[src/rtl/l2_arbiter.sv]
// Two-port L1 I/D to unified L2 arbiter: one grant at a time, response routed to the owner only.
// Tie policy: round-robin when ARB_ROUND_ROBIN_EN is defined, otherwise fixed D-cache priority.
module l2_arbiter #(
    localparam int unsigned LINE_W = 256,
    localparam int unsigned ADDR_W = 32
) (
    input  logic              clk,
    input  logic              rst,
    input  logic              i_read,
    input  logic [ADDR_W-1:0] i_address,
    output logic [LINE_W-1:0] i_rdata,
    output logic              i_resp,
    input  logic              d_read,
    input  logic              d_write,
    input  logic [ADDR_W-1:0] d_address,
    input  logic [LINE_W-1:0] d_wdata,
    output logic [LINE_W-1:0] d_rdata,
    output logic              d_resp,
    output logic              l2_read,
    output logic              l2_write,
    output logic [ADDR_W-1:0] l2_address,
    output logic [LINE_W-1:0] l2_wdata,
    input  logic [LINE_W-1:0] l2_rdata,
    input  logic              l2_resp
);

    localparam logic [1:0] IDLE    = 2'd0;
    localparam logic [1:0] GRANT_I = 2'd1;
    localparam logic [1:0] GRANT_D = 2'd2;

    logic [1:0] state_q, state_d;
    logic       last_grant_q, last_grant_d;
    logic       i_req, d_req, tie_pick_d;

    // last_grant resets to D so the first round-robin tie goes to the I-cache
    always_ff @(posedge clk or negedge rst) begin
        if (!rst) begin
            state_q      <= IDLE;
            last_grant_q <= 1'b1;
        end else begin
            state_q      <= state_d;
            last_grant_q <= last_grant_d;
        end
    end

    always_comb begin
        state_d      = state_q;
        last_grant_d = last_grant_q;
        i_req        = i_read;
        d_req        = d_read | d_write;
`ifdef ARB_ROUND_ROBIN_EN
        tie_pick_d   = ~last_grant_q;
`else
        tie_pick_d   = 1'b1;
`endif
        case (state_q)
            IDLE: begin
                if (i_req && d_req) begin
                    state_d = tie_pick_d ? GRANT_D : GRANT_I;
                end else if (i_req) begin
                    state_d = GRANT_I;
                end else if (d_req) begin
                    state_d = GRANT_D;
                end
            end
            GRANT_I: begin
                if (l2_resp) begin
                    state_d      = IDLE;
                    last_grant_d = 1'b0;
                end
            end
            GRANT_D: begin
                if (l2_resp) begin
                    state_d      = IDLE;
                    last_grant_d = 1'b1;
                end
            end
            default: state_d = IDLE;
        endcase
    end

    // Pure steering: the owner sees the L2 port, everyone else sees zeros
    always_comb begin
        l2_read    = 1'b0;
        l2_write   = 1'b0;
        l2_address = '0;
        l2_wdata   = '0;
        i_rdata    = '0;
        i_resp     = 1'b0;
        d_rdata    = '0;
        d_resp     = 1'b0;
        case (state_q)
            GRANT_I: begin
                l2_read    = i_read;
                l2_address = i_address;
                i_rdata    = l2_rdata;
                i_resp     = l2_resp;
            end
            GRANT_D: begin
                l2_write   = d_write;
                l2_read    = d_read & ~d_write;
                l2_address = d_address;
                l2_wdata   = d_wdata;
                d_rdata    = l2_rdata;
                d_resp     = l2_resp;
            end
            default: ;
        endcase
    end

endmodule

[config.mk]
export PLATFORM = sky130hd
export DESIGN_NAME = l2_arbiter
export DESIGN_NICKNAME = d
export VERILOG_FILES = /design/src/rtl/l2_arbiter.sv
export SDC_FILE = /design/constraint.sdc
export NUM_CORES = 1
export LEC_CHECK = 0
export ABC_AREA = 1
export ABC_CLOCK_PERIOD_IN_PS = 3700
export CORE_AREA = 4 4 538 540
export CTS_CLUSTER_DIAMETER = 150
export DETAILED_ROUTE_END_ITERATION = 16
export DIE_AREA = 0 0 542 544
export HOLD_SLACK_MARGIN = 0.1
export PLACE_DENSITY_LB_ADDON = 0.08
export SETUP_SLACK_MARGIN = 0.3
export SLEW_MARGIN = 20
export SYNTH_ARGS = -nofsm -noshare
export SYNTH_HDL_FRONTEND = slang
export SYNTH_SLANG_ARGS = --single-unit
[constraint.sdc]
create_clock -name clk -period 3.7 [get_ports clk]
set_input_delay 0.37 -clock clk [delete_from_list [all_inputs] [get_ports clk]]
set_output_delay 0.37 -clock clk [all_outputs]
set_load 0.005 [all_outputs]
==> run_1/metal_density.png <==
The die is cut into 27 by 27 equal tiles; dark blue is low, red is high, scaled to the fullest tile. Values are wire area over tile area, all layers added.
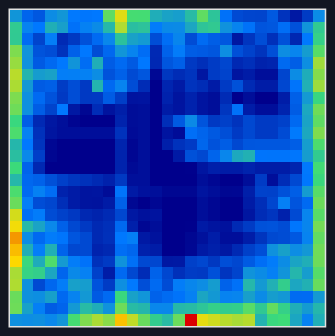
11% of the tiles are nearly empty. The emptiest ninth of the die: centre. The fullest tile reaches 0.49. 8.4% of the tiles are over half the peak. The mean over all tiles is 0.11.

==> run_1/layer_met4.png <==
Cells faint in the background.
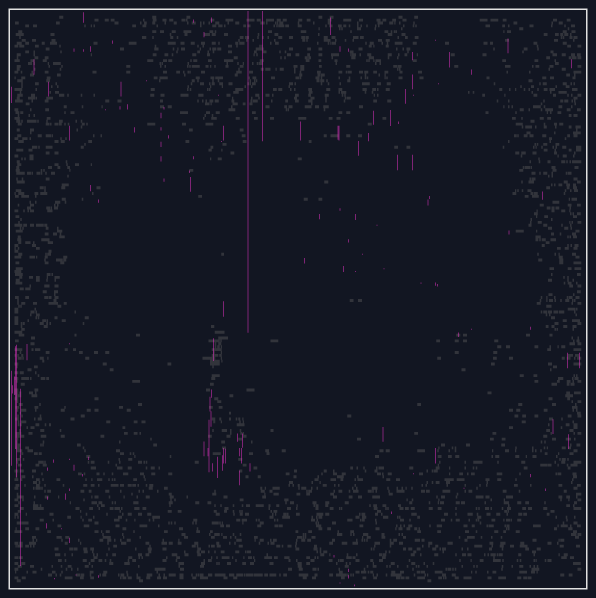
The layer carries 1830 um of wire. The layer holds 1.1% of the routed length.

==> run summary, run 1 <==
Flow results.

- The run finished with clean final reports.
- The hold buffer count at CTS is 0.
- The global-route wire length before repair is slightly above 200000 um.
- The largest stage delay on the critical path is 700 ps.
- The die is ~540 um wide.
- The global-route track usage on met1 is 0.1146.
- The layer flagged by global routing as most heavily used is met2.
- The proportion of synthesized chip area in sequential cells is 0.007145.
- Per the detail_route log, met2 wirelength is 78770 um.
- The largest part of the power goes to combinational cells.
- The cell-mix breakdown from Yosys lists the simple-gate area share as 0.4559.
- The area of the mapped netlist is 7004 um^2.
- For this design, the sink count on the clock tree is 2.
- The most common cell in the netlist is sky130_fd_sc_hd__nand2_1.
- The reg-to-reg setup timing slack is 2400 ps.
- The critical register-to-register path endpoint is state_q[0]$_DFFE_PN0P_.
- In this run the static leakage power is 0.01357 uW.
- On met2, the global router reports a usage of 0.1874.
- The final-report hold violation count is 0.
- Switching power as a fraction of the total was reported as 0.5240.
==> run_1/placement_by_type.png <==
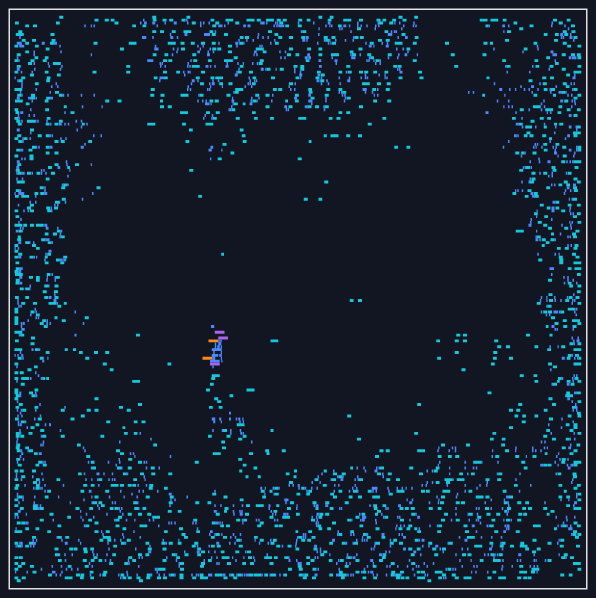
combinational and other logic: marked blue, cells 1661, share of their area 30%. other buffers and delay cells: marked cyan, cells 1437, share of their area 69%. clock drivers: marked purple, cells 3, share of their area 0.36%. flops: marked orange, cells 2, share of their area 0.24%.
fin util: 0.08996
floorplan row count: 196
core area: 284500 um^2

## run 1: final cells by class
cell class              instances  area (um^2)  share of cell area
well taps                    3762         4707              0.1839
clock buffers                   3        75.07            0.002934
inverters                     776         2915              0.1139
diodes                         35        87.58            0.003422
multi-input cells             885         3425              0.1338
repair buffers               1437        14330              0.5600
flip-flops and latches          2        50.05            0.001956
## run 1: per-stage QoR
stage	cells	instance area [um^2]	utilization	setup slack, ps	hold slack (ps)
2_1_floorplan	1759	7004	-	2156	74.41
3_3_place_gp	6862	25420	0.08936	182.9	556.9
3_5_place_dp	6862	25420	0.08936	249.0	536.9
4_1_cts	6865	25500	0.08965	395.0	423.7
5_1_grt	6869	25510	0.08969	341.9	407.3
6_report	6900	25590	0.08996	505.8	381.5
==> run_1/clk_routes.png <==
Scale bar: 200 um.
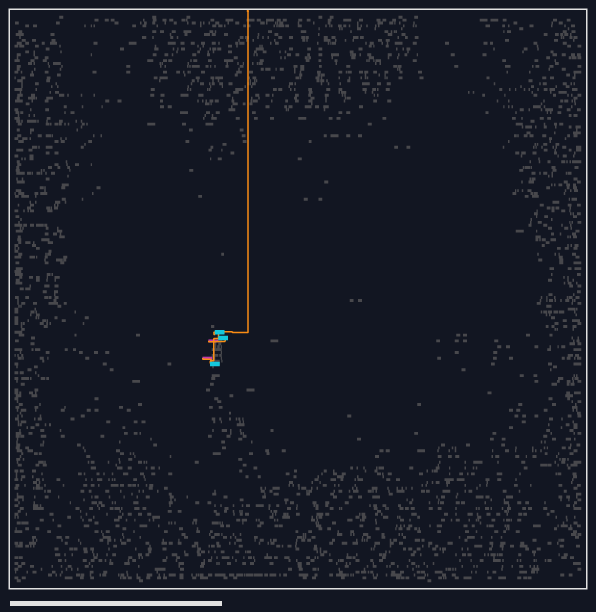

==> run 1 -> run 2 <==
CORE_AREA = 4 4 533 535   (was 4 4 538 540)
DIE_AREA = 0 0 537 539   (was 0 0 542 544)
DONT_BUFFER_PORTS = 1   (was unset)
TNS_END_PERCENT = 50   (was unset)
==> run_2/clk_routes.png <==
Scale bar: 200 um.
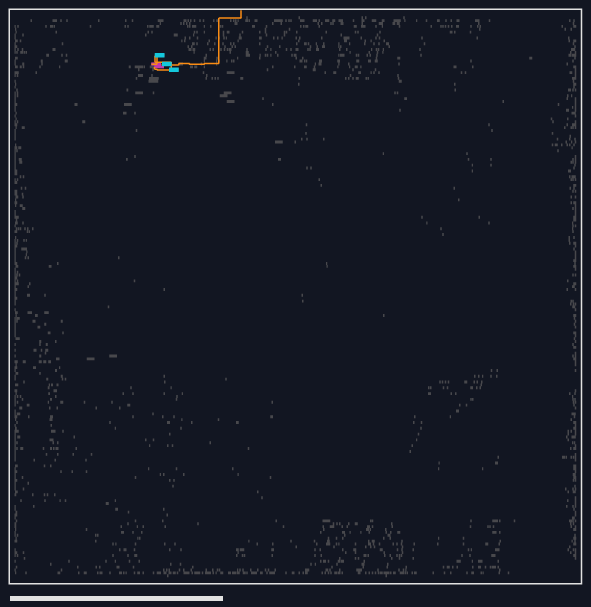
clock wires: marked orange, length 198 um. clock drivers: marked cyan, count 3. flip-flops: marked magenta, count 2.
There are 4 routed clock nets.

==> run_2/layer_met4.png <==
Cells faint in the background.
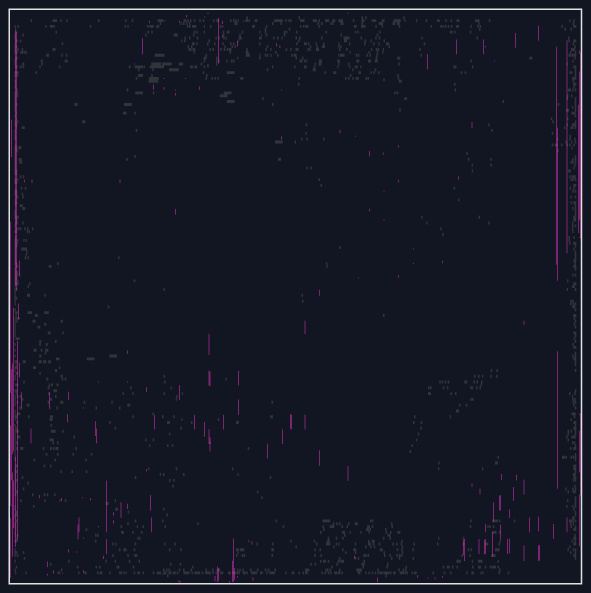
The layer carries 4090 um of wire. The longest straight run is 243 um.

==> run 2 against run 1 <==
Effect of this change: total power is 48% lower; count of clock-buffer cells in the layout stayed put; hold slack worse by 55 ps; area after synthesis stayed put; largest cell class is now tap cells; highest routed layer unchanged.
==> run summary, run 2 <==
Flow results.

- The placed instance count is 5426 (-21%).
- The post-route cell area is 11770 um^2 (-54%).
- The net switching fraction of the power came to 0.7842 (+0.2602).
- The post-route core utilization was 0.04218 (-0.04778).
- Global routing put the most usage on met2.
- The area of placed instances came to 11480 um^2 (-55%).
- The final-report hold violation count is 0 (unchanged).
- The number of sinks handled by clock tree synthesis came to 2 (unchanged).
- The number of standard cells in the final layout excluding fillers was 5511 (-20%).
- STA lists the endpoint of the worst register-to-register path as state_q[0]$_DFFE_PN0P_.
- The largest stage delay on the critical path came to 410 ps (-290 ps).
- The hold buffer count at CTS is 1 (+1).
- The most common cell in the netlist is sky130_fd_sc_hd__nand2_1.
- The smallest setup slack after layout is 697.9 ps (+192.2 ps).
- The number of cell rows is 194 (-1.0%).
- The static power due to leakage is 0.008381 uW (-38%).
- The run finished with clean final reports.
- The placement-stage worst setup slack is 836.4 ps (+587.3 ps).
- The core outline area is 278900 um^2 (-2.0%).
- The routed length on met2 is 72790 um (-7.6%).
-- run 2: cell counts after synthesis --
No cell type changed its count.
-- run 2: area by class of cell --
cell class                 count  area, um^2  share of cell area
inverter                     776        2914              0.2477
multi-input combinational    885        3432              0.2917
antenna                       81       202.7             0.01723
sequential                     2       50.05            0.004254
tap                         3724        4659              0.3960
timing repair buffer          40       431.7             0.03669
clock buffer                   3       75.07            0.006381
-- run 2: logic make-up after synthesis --
family,count (synthesis)
simple gates,849
flops,2
fa+ha+maj,3
buf+inv,872
compound gates,33
-- run 2: power groups by stage --
stage / sequential, uW / clock, uW / combinational [uW]
detailed placement: 39.3 / 0 / 5250
CTS: 39.9 / 166 / 5270
floorplan: 33.9 / 0 / 2960
finish: 39.6 / 163 / 4940
global route: 40.5 / 170 / 5480
global placement: 40.5 / 0 / 5320
==> run_2/placement_by_type.png <==
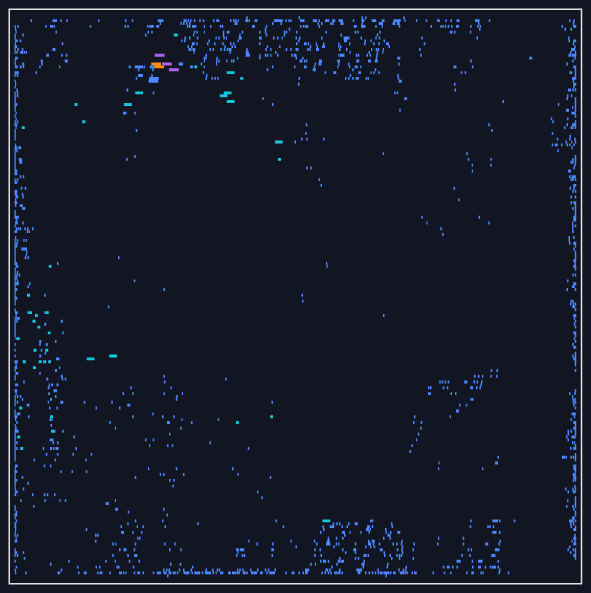

==> run 2 -> run 3 <==
ABC_CLOCK_PERIOD_IN_PS = 3100   (was 3700)
clock period = 3.1 ns   (was 3.7 ns; I/O delays follow)
==> run_3/placement_by_type.png <==
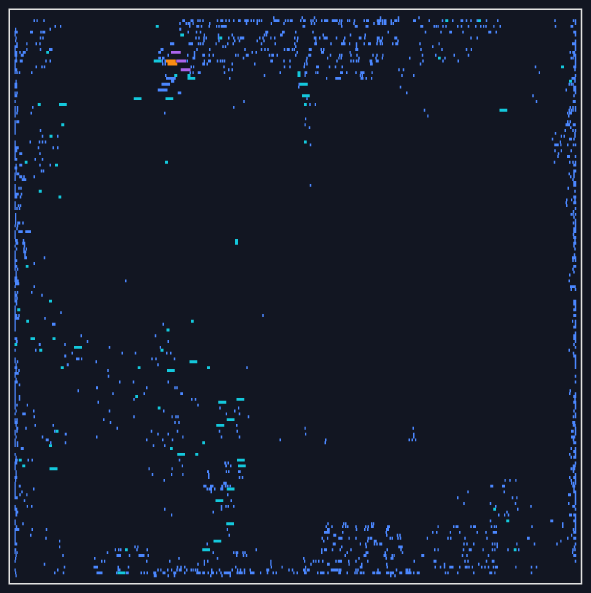
flops: marked orange, cells 2, share of their area 0.68%. combinational and other logic: marked blue, cells 1661, share of their area 86%. clock drivers: marked purple, cells 3, share of their area 1.0%. other buffers and delay cells: marked cyan, cells 77, share of their area 12%.

==> run 3 against run 2 <==
Effect of this change: area after synthesis unchanged; via count rose by 0.44%; total power grew 29%; non-clock buffer count is 37 higher; first-iteration DRC count decreased by 2.0%; cell area rose by 3.7%; clock skew hardly changed; synthesized cell count did not move; combinational power up about 30%; critical endpoint is now l2_address[7]; largest cell class unchanged.
==> run summary, run 3 <==
Flow results.

- The flow ran to the end, and the final reports show no timing, DRC or antenna violations.
- The smallest setup slack after layout came to 429.4 ps (-268.6 ps).
- The category of the critical setup timing path is flop to output port.
- The total power after layout is 6649 uW.
- The final-report hold violation count was 0 (unchanged).
- The post-route cell area is 12210 um^2 (+3.7%).
- The routed length on met2 is 72520 um (-0.37%).
- In this run the tool buffered the top-level ports with 0 buffer cells.
- The critical register-to-register path endpoint is state_q[1]$_DFFE_PN0P_.
- The area overhead of the layout relative to synthesis is 74.26%.
- The net switching fraction of the power is 0.7558 (-0.02847).
- Per the final report, max-transition violations number 0.
- The number of antenna violations at the first check in global routing is 217.
- The cell that appears most often on the critical path is sky130_fd_sc_hd__buf_12.
- The power in sequential cells is approximately 48 uW.
- Per the timing report, the biggest fanout along the worst path comes to 61.
- The number of sinks handled by clock tree synthesis was 2 (unchanged).
- The number of design rule violations left after detail routing is 0.
- The busiest metal layer after global routing is met2.
- Across all hold checks on the routed design, the worst slack comes to 250.3 ps.
- The placed instance count is 5459 (+0.61%).
- The power in combinational cells is 6410 uW (+30%).
- The placement-stage worst setup slack is 75.67 ps (-760.7 ps).
- The largest stage delay on the critical path is 430 ps (+20 ps).
- The core outline area is 278900 um^2 (unchanged).
- The clock distribution power is 195 uW (+20%).
- The overall fraction of global-route tracks in use is 0.1050.
- The area of placed instances is 11900 um^2 (+3.7%).
- The post-route core utilization is 0.04376 (+0.001579).
- Sorting the synthesized cells by area gives the leading types as sky130_fd_sc_hd__nand2_1, sky130_fd_sc_hd__inv_1, sky130_fd_sc_hd__buf_4.
- The detailed-route wire length on metal 1 is 54250 um.
- The capture point of the critical path was reported as l2_address[7].
- The number of cell rows is 194 (unchanged).
- The number of standard cells in the final layout excluding fillers is 5532 (+0.38%).
- Counting the warning lines in the Yosys log gives 0.
- The transition time at the pin with the least slew margin is ~720 ps.
- The static power due to leakage is 0.008626 uW (+2.9%).
- The final critical-path share of the clock period is 0.8615.
- The most common cell in the netlist is sky130_fd_sc_hd__nand2_1.
- The group that draws the most power in this run is combinational cells.
- The sequential group share of total power is 0.007.
- The total number of cells along the worst setup path is 7.
- The top-area cell type share of the netlist area is 0.4523.
==> run_3/clk_routes.png <==
Scale bar: 200 um.
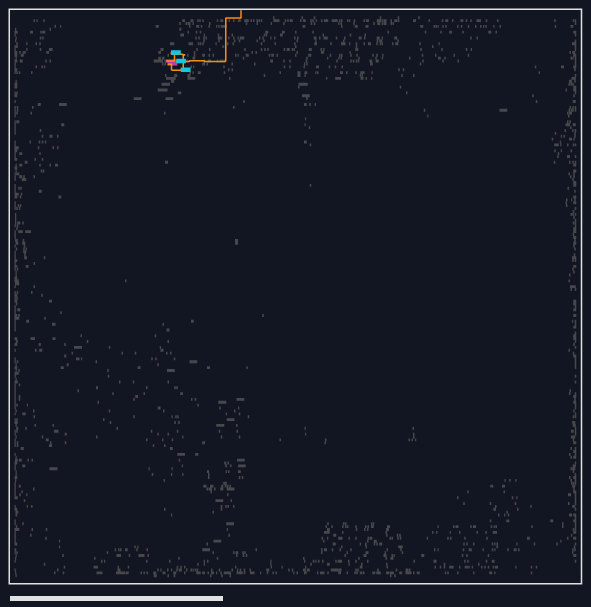
clock drivers: marked cyan, count 3. flip-flops: marked magenta, count 2. clock wires: marked orange, length 186 um.
There are 4 routed clock nets.

-- run 3: cells by family (layout without fill, tap and decap cells) --
logic type,Yosys count,in the layout,share of synthesized area
flops,2,2,0.007146
other cells,0,65,0
fa+ha+maj,3,3,0.005360
buf+inv,872,856,0.5080
simple gates,849,849,0.4559
compound gates,33,33,0.02358
-- run 3: what timing repair did --
action,CTS,global route
buffers inserted,4,0
hold endpoints to repair,2,0
gates resized,2,2
hold buffers,1,0
endpoints found under the setup margin,4,4
-- run 3: layout make-up --
type,count,area (um^2)
repair buffers,77,897.1
clock buffers,3,75.07
flip-flops and latches,2,50.05
diodes,65,162.7
fillers,33577,266700
well taps,3724,4659
inverters,776,2914
multi-input cells,885,3447

==> screenshots <==
Clock wiring as the flow saved it.
picture 1
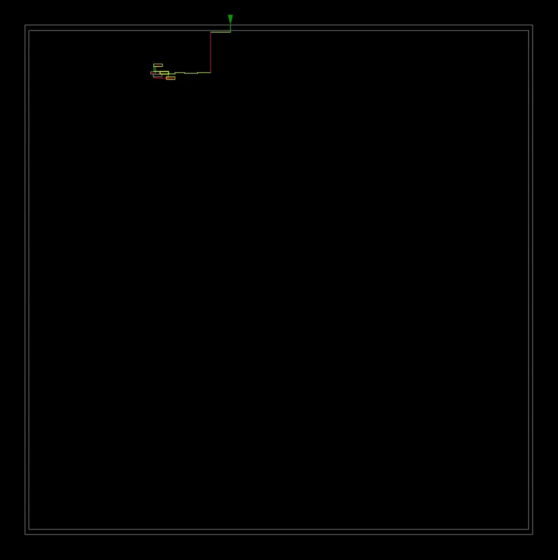
picture 2
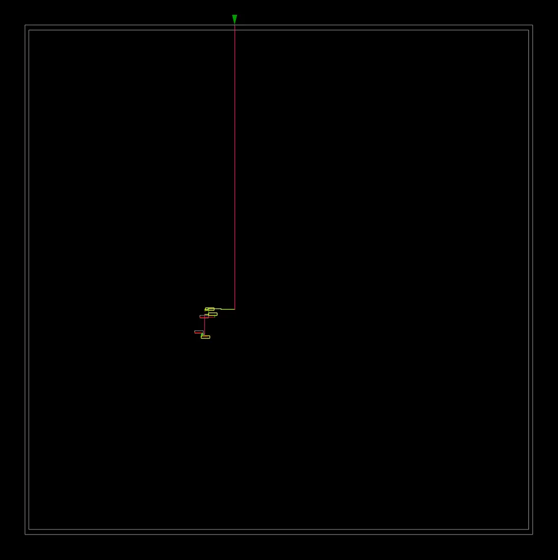
picture 1: run 2
picture 2: run 1

Power and IR drop assume default switching activity.
